$ cat config.mk
export PLATFORM = sky130hd
export DESIGN_NAME = parking_event_monitor_flat
export DESIGN_NICKNAME = d
export VERILOG_FILES = /design/src/rtl/parking_lot_pkg.sv /design/src/rtl/parking_event_monitor_if.sv /design/src/rtl/event_fifo.sv /design/src/rtl/parking_event_monitor.sv /design/src/flat_wrapper.sv
export SDC_FILE = /design/constraint.sdc
export NUM_CORES = 1
export LEC_CHECK = 0
export CORE_ASPECT_RATIO = 0.6
export CORE_UTILIZATION = 45
export DETAILED_ROUTE_END_ITERATION = 12
export PLACE_DENSITY = 0.67
export REMOVE_ABC_BUFFERS = 1
export SLEW_MARGIN = 20
export SYNTH_ARGS = -nofsm -noshare
export SYNTH_HDL_FRONTEND = slang
export SYNTH_SLANG_ARGS = --single-unit
export TNS_END_PERCENT = 5
$ cat constraint.sdc
create_clock -name clock -period 8.7 [get_ports clock]
set_input_delay 2.61 -clock clock [delete_from_list [all_inputs] [get_ports clock]]
set_output_delay 2.61 -clock clock [all_outputs]
set_load 0.005 [all_outputs]
$ cat src/rtl/parking_lot_pkg.sv
// Shared types for the parking-lot event monitor: event encodings, the queued
// event record and the default FIFO depth.
package parking_lot_pkg;

   localparam int unsigned DEFAULT_FIFO_DEPTH = 8;

   typedef enum logic [1:0] {
      EVT_BOARD  = 2'd0,
      EVT_ALIGHT = 2'd1,
      EVT_FLOOR  = 2'd2
   } evt_type_e;

   typedef struct packed {
      evt_type_e   etype;
      logic [15:0] plate;
      logic [2:0]  floor_num;
      logic [7:0]  fee;
      logic        plate_type;
   } evt_t;

   function automatic logic [7:0] sat_add8(input logic [7:0] a, input logic [1:0] b);
      logic [8:0] sum;
      sum = {1'b0, a} + {7'd0, b};
      return sum[8] ? 8'hFF : sum[7:0];
   endfunction

endpackage

$ cat src/rtl/parking_event_monitor_if.sv
// Ready/valid event stream from the monitor to its consumer.
interface parking_event_monitor_if;
   logic        evt_valid;
   logic        evt_ready;
   logic [1:0]  evt_type;
   logic [15:0] evt_plate;
   logic [2:0]  evt_floor;
   logic [7:0]  evt_fee;
   logic        evt_plate_type;

   modport master (
      output evt_valid, evt_type, evt_plate, evt_floor, evt_fee, evt_plate_type,
      input  evt_ready
   );

   modport slave (
      input  evt_valid, evt_type, evt_plate, evt_floor, evt_fee, evt_plate_type,
      output evt_ready
   );
endinterface

$ cat src/rtl/event_fifo.sv
// Event FIFO with three write ports (accepted in port order, excess dropped and
// counted) and one read port; a same-cycle pop frees a slot for a push.
module event_fifo
   import parking_lot_pkg::*;
#(
   parameter int unsigned DEPTH = DEFAULT_FIFO_DEPTH
) (
   input  logic                     clock,
   input  logic                     reset,
   input  logic [2:0]               wr_en,
   input  evt_t [2:0]               wr_data,
   input  logic                     rd_ready,
   output evt_t                     rd_data,
   output logic [$clog2(DEPTH):0]   count,
   output logic [7:0]               drop_count
);
   localparam int unsigned PTR_W = $clog2(DEPTH);
   localparam int unsigned CNT_W = PTR_W + 1;

   evt_t             mem_q [DEPTH];
   evt_t             mem_d [DEPTH];
   logic [PTR_W-1:0] rd_ptr_q, rd_ptr_d, wr_ptr_q, wr_ptr_d;
   logic [CNT_W-1:0] count_q, count_d, free_slots, accepted;
   logic [1:0]       dropped;
   logic [7:0]       drop_q, drop_d;
   logic             pop;

   always_comb begin
      pop        = (count_q != '0) && rd_ready;
      free_slots = CNT_W'(DEPTH) - count_q + CNT_W'(pop);
      mem_d      = mem_q;
      accepted   = '0;
      dropped    = '0;
      // Writes land contiguously after the tail; once free slots run out the
      // remaining (later-priority) ports are dropped.
      for (int unsigned i = 0; i < 3; i++) begin
         if (wr_en[i]) begin
            if (accepted < free_slots) begin
               mem_d[wr_ptr_q + PTR_W'(accepted)] = wr_data[i];
               accepted = accepted + CNT_W'(1);
            end else begin
               dropped = dropped + 2'd1;
            end
         end
      end
      rd_ptr_d = rd_ptr_q + PTR_W'(pop);
      wr_ptr_d = wr_ptr_q + PTR_W'(accepted);
      count_d  = count_q - CNT_W'(pop) + accepted;
      drop_d   = sat_add8(drop_q, dropped);
   end

   always_ff @(posedge clock) begin
      mem_q <= mem_d;
      if (reset) begin
         rd_ptr_q <= '0;
         wr_ptr_q <= '0;
         count_q  <= '0;
         drop_q   <= '0;
      end else begin
         rd_ptr_q <= rd_ptr_d;
         wr_ptr_q <= wr_ptr_d;
         count_q  <= count_d;
         drop_q   <= drop_d;
      end
   end

   assign rd_data    = mem_q[rd_ptr_q];
   assign count      = count_q;
   assign drop_count = drop_q;

endmodule

$ cat src/rtl/parking_event_monitor.sv
// Watches the elevator plate/floor inputs, turns changes into BOARD/ALIGHT/FLOOR
// events queued for a consumer, and keeps running board/alight/fee statistics.
module parking_event_monitor
   import parking_lot_pkg::*;
#(
   parameter int unsigned FIFO_DEPTH = DEFAULT_FIFO_DEPTH
) (
   input  logic                         clock,
   input  logic                         reset,
   input  logic [2:0]                   current_floor,
   input  logic [15:0]                  moving,
   input  logic [7:0]                   fee,
   input  logic                         plate_type,
   parking_event_monitor_if.master      evt,
   output logic [7:0]                   board_count,
   output logic [7:0]                   alight_count,
   output logic [15:0]                  fee_total,
   output logic [7:0]                   drop_count
);
   logic        prime_q, prime_d;
   logic [15:0] prev_moving_q, prev_moving_d;
   logic [2:0]  prev_floor_q, prev_floor_d;
   logic [7:0]  board_count_q, board_count_d, alight_count_q, alight_count_d;
   logic [15:0] fee_total_q, fee_total_d;
   logic [16:0] fee_sum;
   logic        moving_chg, det_alight, det_board, det_floor;
   logic [2:0]  wr_en;
   evt_t [2:0]  wr_data;
   evt_t        head;
   logic [$clog2(FIFO_DEPTH):0] fifo_count;

   always_comb begin
      moving_chg = moving != prev_moving_q;
      det_alight = !prime_q && moving_chg && (prev_moving_q != '0);
      det_board  = !prime_q && moving_chg && (moving != '0);
      det_floor  = !prime_q && (current_floor != prev_floor_q);

      // Port order fixes queue order: ALIGHT, BOARD, FLOOR.
      wr_en   = {det_floor, det_board, det_alight};
      wr_data = '0;
      wr_data[0] = '{EVT_ALIGHT, prev_moving_q, current_floor, fee, plate_type};
      wr_data[1] = '{EVT_BOARD, moving, current_floor, 8'd0, plate_type};
      wr_data[2] = '{EVT_FLOOR, moving, current_floor, 8'd0, plate_type};

      fee_sum        = {1'b0, fee_total_q} + (det_alight ? {9'd0, fee} : 17'd0);
      fee_total_d    = fee_sum[16] ? '1 : fee_sum[15:0];
      board_count_d  = board_count_q + 8'(det_board);
      alight_count_d = alight_count_q + 8'(det_alight);
      prime_d        = 1'b0;
      prev_moving_d  = moving;
      prev_floor_d   = current_floor;
   end

   always_ff @(posedge clock) begin
      if (reset) begin
         prime_q        <= 1'b1;
         prev_moving_q  <= '0;
         prev_floor_q   <= '0;
         board_count_q  <= '0;
         alight_count_q <= '0;
         fee_total_q    <= '0;
      end else begin
         prime_q        <= prime_d;
         prev_moving_q  <= prev_moving_d;
         prev_floor_q   <= prev_floor_d;
         board_count_q  <= board_count_d;
         alight_count_q <= alight_count_d;
         fee_total_q    <= fee_total_d;
      end
   end

   event_fifo #(.DEPTH(FIFO_DEPTH)) u_fifo (
      .clock      (clock),
      .reset      (reset),
      .wr_en      (wr_en),
      .wr_data    (wr_data),
      .rd_ready   (evt.evt_ready),
      .rd_data    (head),
      .count      (fifo_count),
      .drop_count (drop_count)
   );

   always_comb begin
      evt.evt_valid      = fifo_count != '0;
      evt.evt_type       = evt.evt_valid ? head.etype      : 2'd0;
      evt.evt_plate      = evt.evt_valid ? head.plate      : 16'd0;
      evt.evt_floor      = evt.evt_valid ? head.floor_num  : 3'd0;
      evt.evt_fee        = evt.evt_valid ? head.fee        : 8'd0;
      evt.evt_plate_type = evt.evt_valid ? head.plate_type : 1'b0;
   end

   assign board_count  = board_count_q;
   assign alight_count = alight_count_q;
   assign fee_total    = fee_total_q;

endmodule

$ cat src/flat_wrapper.sv
// flat-port wrapper written by rule: the top's interface ports become plain ports
module parking_event_monitor_flat import parking_lot_pkg::*;
#(
   parameter int unsigned FIFO_DEPTH = DEFAULT_FIFO_DEPTH
)
  (clock, reset, current_floor, moving, fee, plate_type, board_count, alight_count, fee_total, drop_count, evt_evt_valid, evt_evt_type, evt_evt_plate, evt_evt_floor, evt_evt_fee, evt_evt_plate_type, evt_evt_ready);
  parking_event_monitor_if evt_i ();
  input  logic clock;
  input  logic reset;
  input  logic [2:0] current_floor;
  input  logic [15:0] moving;
  input  logic [7:0] fee;
  input  logic plate_type;
  output logic [7:0] board_count;
  output logic [7:0] alight_count;
  output logic [15:0] fee_total;
  output logic [7:0] drop_count;
  output wire logic [$bits(evt_i.evt_valid)-1:0] evt_evt_valid;
  output wire logic [$bits(evt_i.evt_type)-1:0] evt_evt_type;
  output wire logic [$bits(evt_i.evt_plate)-1:0] evt_evt_plate;
  output wire logic [$bits(evt_i.evt_floor)-1:0] evt_evt_floor;
  output wire logic [$bits(evt_i.evt_fee)-1:0] evt_evt_fee;
  output wire logic [$bits(evt_i.evt_plate_type)-1:0] evt_evt_plate_type;
  input wire logic [$bits(evt_i.evt_ready)-1:0] evt_evt_ready;
  assign evt_evt_valid = evt_i.evt_valid;
  assign evt_evt_type = evt_i.evt_type;
  assign evt_evt_plate = evt_i.evt_plate;
  assign evt_evt_floor = evt_i.evt_floor;
  assign evt_evt_fee = evt_i.evt_fee;
  assign evt_evt_plate_type = evt_i.evt_plate_type;
  assign evt_i.evt_ready = evt_evt_ready;
  parking_event_monitor #(.FIFO_DEPTH(FIFO_DEPTH)) u_core (.clock(clock), .reset(reset), .current_floor(current_floor), .moving(moving), .fee(fee), .plate_type(plate_type), .evt(evt_i), .board_count(board_count), .alight_count(alight_count), .fee_total(fee_total), .drop_count(drop_count));
endmodule
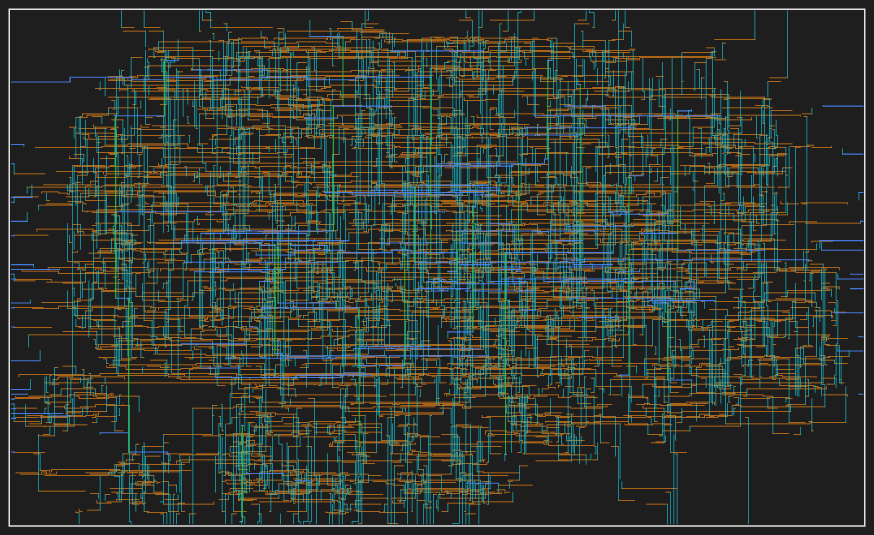
Fig. 1. Metal layers overlaid.
Key: M2 = cyan [wire length 16900 µm]; M3 = blue [wire length 1990 µm]; M1 = orange [wire length 19900 µm]; M4 = green [wire length 709 µm]
GRT Util Overall: 0.2212
wire length per cell after detailed routing: 20.44 µm
Total Wirelength: 39490 µm
via count: 10770

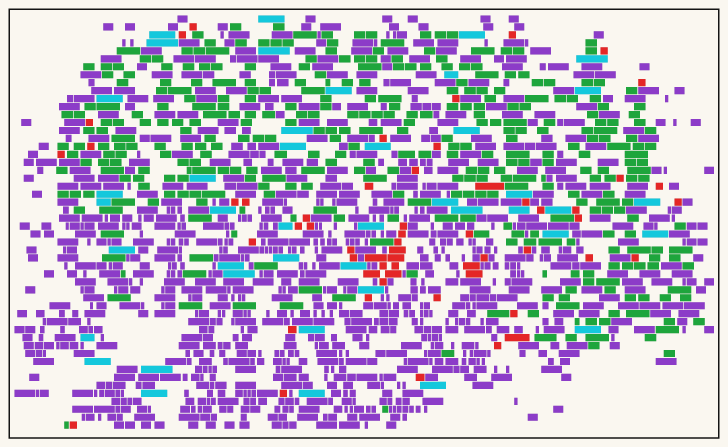
Fig. 2. Drive-strength map.
Key: x1 and smaller = purple [cells 1015, share 69%, most used dfxtp_1]; x2 = green [cells 360, share 24%, most used mux2_2]; x3 and x4 = red [cells 56, share 3.8%, most used buf_4]; x6 and larger = cyan [cells 42, share 2.9%, most used clkbuf_16]
Non-Filler Cell Area, Final: 17990 µm²
setup ws final: 1151 ps
Area growth syn-to-layout: 15.90%

==> run notes <==
The run finished with clean final reports. Per the final report, max-transition violations number 0. The path class of the tightest hold or removal check is flop to flop.

The synthesis run shows the most used standard cells to be sky130_fd_sc_hd__dfxtp_1, sky130_fd_sc_hd__mux2_2, sky130_fd_sc_hd__nor2_1. The synthesized area came out at 15520 µm². Per the detail_route report, DRC violations left total 0. The worst setup path is launched from an input port. Counting buffers and inverters, the worst setup path is 18 cells deep. The area of the die was 35270 µm²; the detail-routed via count per cell was 5.576. Dividing the synthesized area by the synthesized cell count gives 11.12 µm².

The worst flop-to-flop path endpoint was u_core.u_fifo.mem_q[103]. The cell depth of the worst hold path came out at 2. The script extracted a total leakage power of 6.899 nW.

The final-layout non-clock buffer area share works out to 0.07302. With the sequential fraction of the synthesis area at 0.3998, the global-route met2 utilization is 0.3287. Buffers added to address setup during post-CTS repair amount to 0. The cell sequence reported for the critical path is clkdlybuf4s50_1 -> xor2_1 -> nor4_1 -> nand4_1 -> nand2_1 -> inv_1 -> o21ai_0 -> ha_1 -> mux2_2 -> and3_1 -> ha_1 -> fa_1 -> xor2_1 -> inv_1 -> a21oi_4 -> a21o_1 -> buf_4 -> mux2_2. The run gives 0.3371 for the switching power share of the total. The number of hold buffers added after CTS was 0.

Buffers placed on the I/O ports in this run total 101. The XOR/XNOR share of the synthesized area works out to 0.02878. Setup repair after global routing left no endpoint under its margin. The area share of the largest cell type after synthesis was 0.3998; the met3 usage was 0.03485.

Later-pin clock latency in the skew report: 590 ps. With the met1 wire length at 19930 µm, the total power consumption of the routed design is 6.947 mW. TritonCTS built the clock tree. The final layout report lists a clock buffer count of 34. The tools report the number of violations reported at the end of detailed-routing iteration 0 as 723. Number of flip-flops in the largest register: 240. Critical path class: input port to flop. The vertical die dimension reported for this design is 145.9 µm. The placement summary gives the final routability congestion estimate as 0.8565.

Global-route met1 utilization: 0.3364. The endpoint class of the critical path was a flop. The run gives 0 for the setup violation total in the final timing report.

The largest stage delay on the critical path is 640 ps. STA lists the startpoint of the worst register-to-register path as u_core.u_fifo.count[3]. The combinational cell power is 3.10 mW.

The area fraction in full adders, half adders and majority gates came out at 0.03224. The clock network consumes a total of 1.48 mW. The cell with the largest stage delay on the worst path was sky130_fd_sc_hd__clkdlybuf4s50_1. Largest net degree at the start of global routing: 71. For this run, the chip area from Yosys synthesis comes to 15520 µm².

Summed over all layers, the global routing overflow is 0. The registers of the reported paths see a clock transition of 60 ps. According to the cell report, flip-flops and latches in the layout number 310. The run gives 0.3987 for the worst slew margin relative to its limit. The most common logic cell in the final layout is sky130_fd_sc_hd__dfxtp_1.

From left edge to right edge, the die measures 241.8 µm. The top cell types in the final layout, fill and taps aside, are sky130_fd_sc_hd__dfxtp_1, sky130_fd_sc_hd__mux2_2, sky130_fd_sc_hd__nor2_1, sky130_fd_sc_hd__clkdlybuf4s50_1, sky130_fd_sc_hd__mux2i_1. For the count of endpoints failing hold in the final timing report, the log shows 0.

The most frequently used cell type in the post-synthesis netlist was sky130_fd_sc_hd__dfxtp_1. The logs give 1518 for the number of nets in the final layout and 1396 for the cell count after synthesis. The power group with the largest share is combinational cells. The initial antenna violation count came out at 0. According to the timing report, the critical path is captured at u_core.u_fifo.mem_q[103].

Per the power-grid run, VDD falls by no more than 0.2344 mV. The post-synthesis simple-gate area fraction is 0.08971, and the multi-input gate count is 936. In the synthesized netlist, the dominant kind of combinational cell is multiplexers. The area fraction in compound gates came out at 0.06078.

Per the layout area report, the combinational gate area comes to 8660 µm². The length of the first detailed-routing pass in iterations was 6; the net switching power of the design was 2.342 mW. In this run the register-to-register setup slack is 2980 ps. The clock root buffer master was sky130_fd_sc_hd__clkbuf_16. Post-synth the commonest register cell is sky130_fd_sc_hd__dfxtp_1.

The main area contributors are sky130_fd_sc_hd__dfxtp_1, sky130_fd_sc_hd__mux2_2, sky130_fd_sc_hd__mux4_2. The async set-reset flop share out of synthesis was 0; the arrival time at the worst endpoint was 8010 ps. The tightest hold margin is 469.1 ps. Number of buffer and inverter instances along the worst setup path: 4. The tools report the highest clock rate as 132.5 MHz. In the detailed route, the total length drawn on met3 is 1993 µm. For the final routed database, the setup TNS stands at 0 ps. Share of power burned in registers: 0.340. Summing all placed instances gives a cell area of 16860 µm². The first global-routing pass estimated 61780 µm of wire.

The run gives 25 for the number of warnings in the stage logs. Logged for this run, the post-placement worst setup slack is 622.5 ps. The number of top-level design ports is 102. The register with the most flip-flops was u_core.u_fifo.mem_q. The proportion of power drawn by combinational gates is 0.447, and the number of distinct library cell variants in the gate-level netlist after synthesis is 56. The run gives 0.213 for the clock network fraction of design power.

sky130_fd_sc_hd__dfxtp_1 takes more of the synthesized area than any other cell. For the sequential group, total power comes out at 2.36 mW. The worst-case reg-to-reg path depth works out to 23.

The mux share of post-synthesis cell area was 0.3425; the number of gates given a new drive strength after cts was 0. With the number of enable flip-flop cells at 0, the final cell count without fillers is 1932. The detailed-routed wire length on met2 was 16860 µm; the core utilization at floorplan was 0.4588. For this design, Yosys synthesis ends with a cell count of 1396. On the critical path the largest part of the delay comes from buffers and inverters.

With the HPWL reported at the end of detailed placement at 25850 µm, the critical path data required time is 9160 ps. The launch point of the critical path was reported as moving[0]. The routed design could run at a clock period as short as 7549 ps.

The peak fanout along the critical path was 25; the multi-input gate share of the layout cell area was 0.4813. In this run, CTS created clock tree buffers numbering 29. STA shows the worst min-delay path finishing at u_core.u_fifo.mem_q[178].

The worst-margin pin slew was 902.0 ps. The fraction of layout instances using a drive strength above 1 was 0.3109; the H-tree depth was 1. The count of nets left with antenna violations once routing finished came out at 0.

Per the hold report, the tightest min-delay path originates at u_core.u_fifo.mem_q[178]. The run gives 25.63 ps as the post-route clock skew. The run gives 3 as the buffer levels on the longest clock path.

With the number of storage elements in the synthesis netlist at 310, the portion of the layout cell area used by clock cells is 0.06197. For the placed instance count, the log shows 1878. Via count of the first global-routing pass: 10530. Counting the warning lines in the Yosys log gives 0. The largest cell class by area is combinational gates. The post-layout period usage of the worst path was 0.8677.
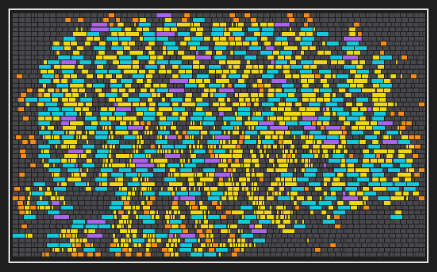
Fig. 3. Placed cells, one colour a class.
Fill, decap, tap and diode cells in grey.
Key: remaining buffers and delay cells = orange [cells 142]; registers = cyan [cells 310]; clock drivers and dummy loads = purple [cells 54]; remaining logic cells = yellow [cells 967]
Core Rows: 52
CORE AREA: 33830 µm²
fin util: 0.5318
register share of the cell area: 0.3453

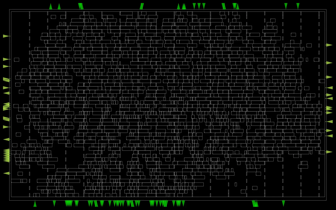
Fig. 4. Placed standard cells.
fillcell total: 2983
tapcells inserted: 459

Power and IR drop assume default switching activity.
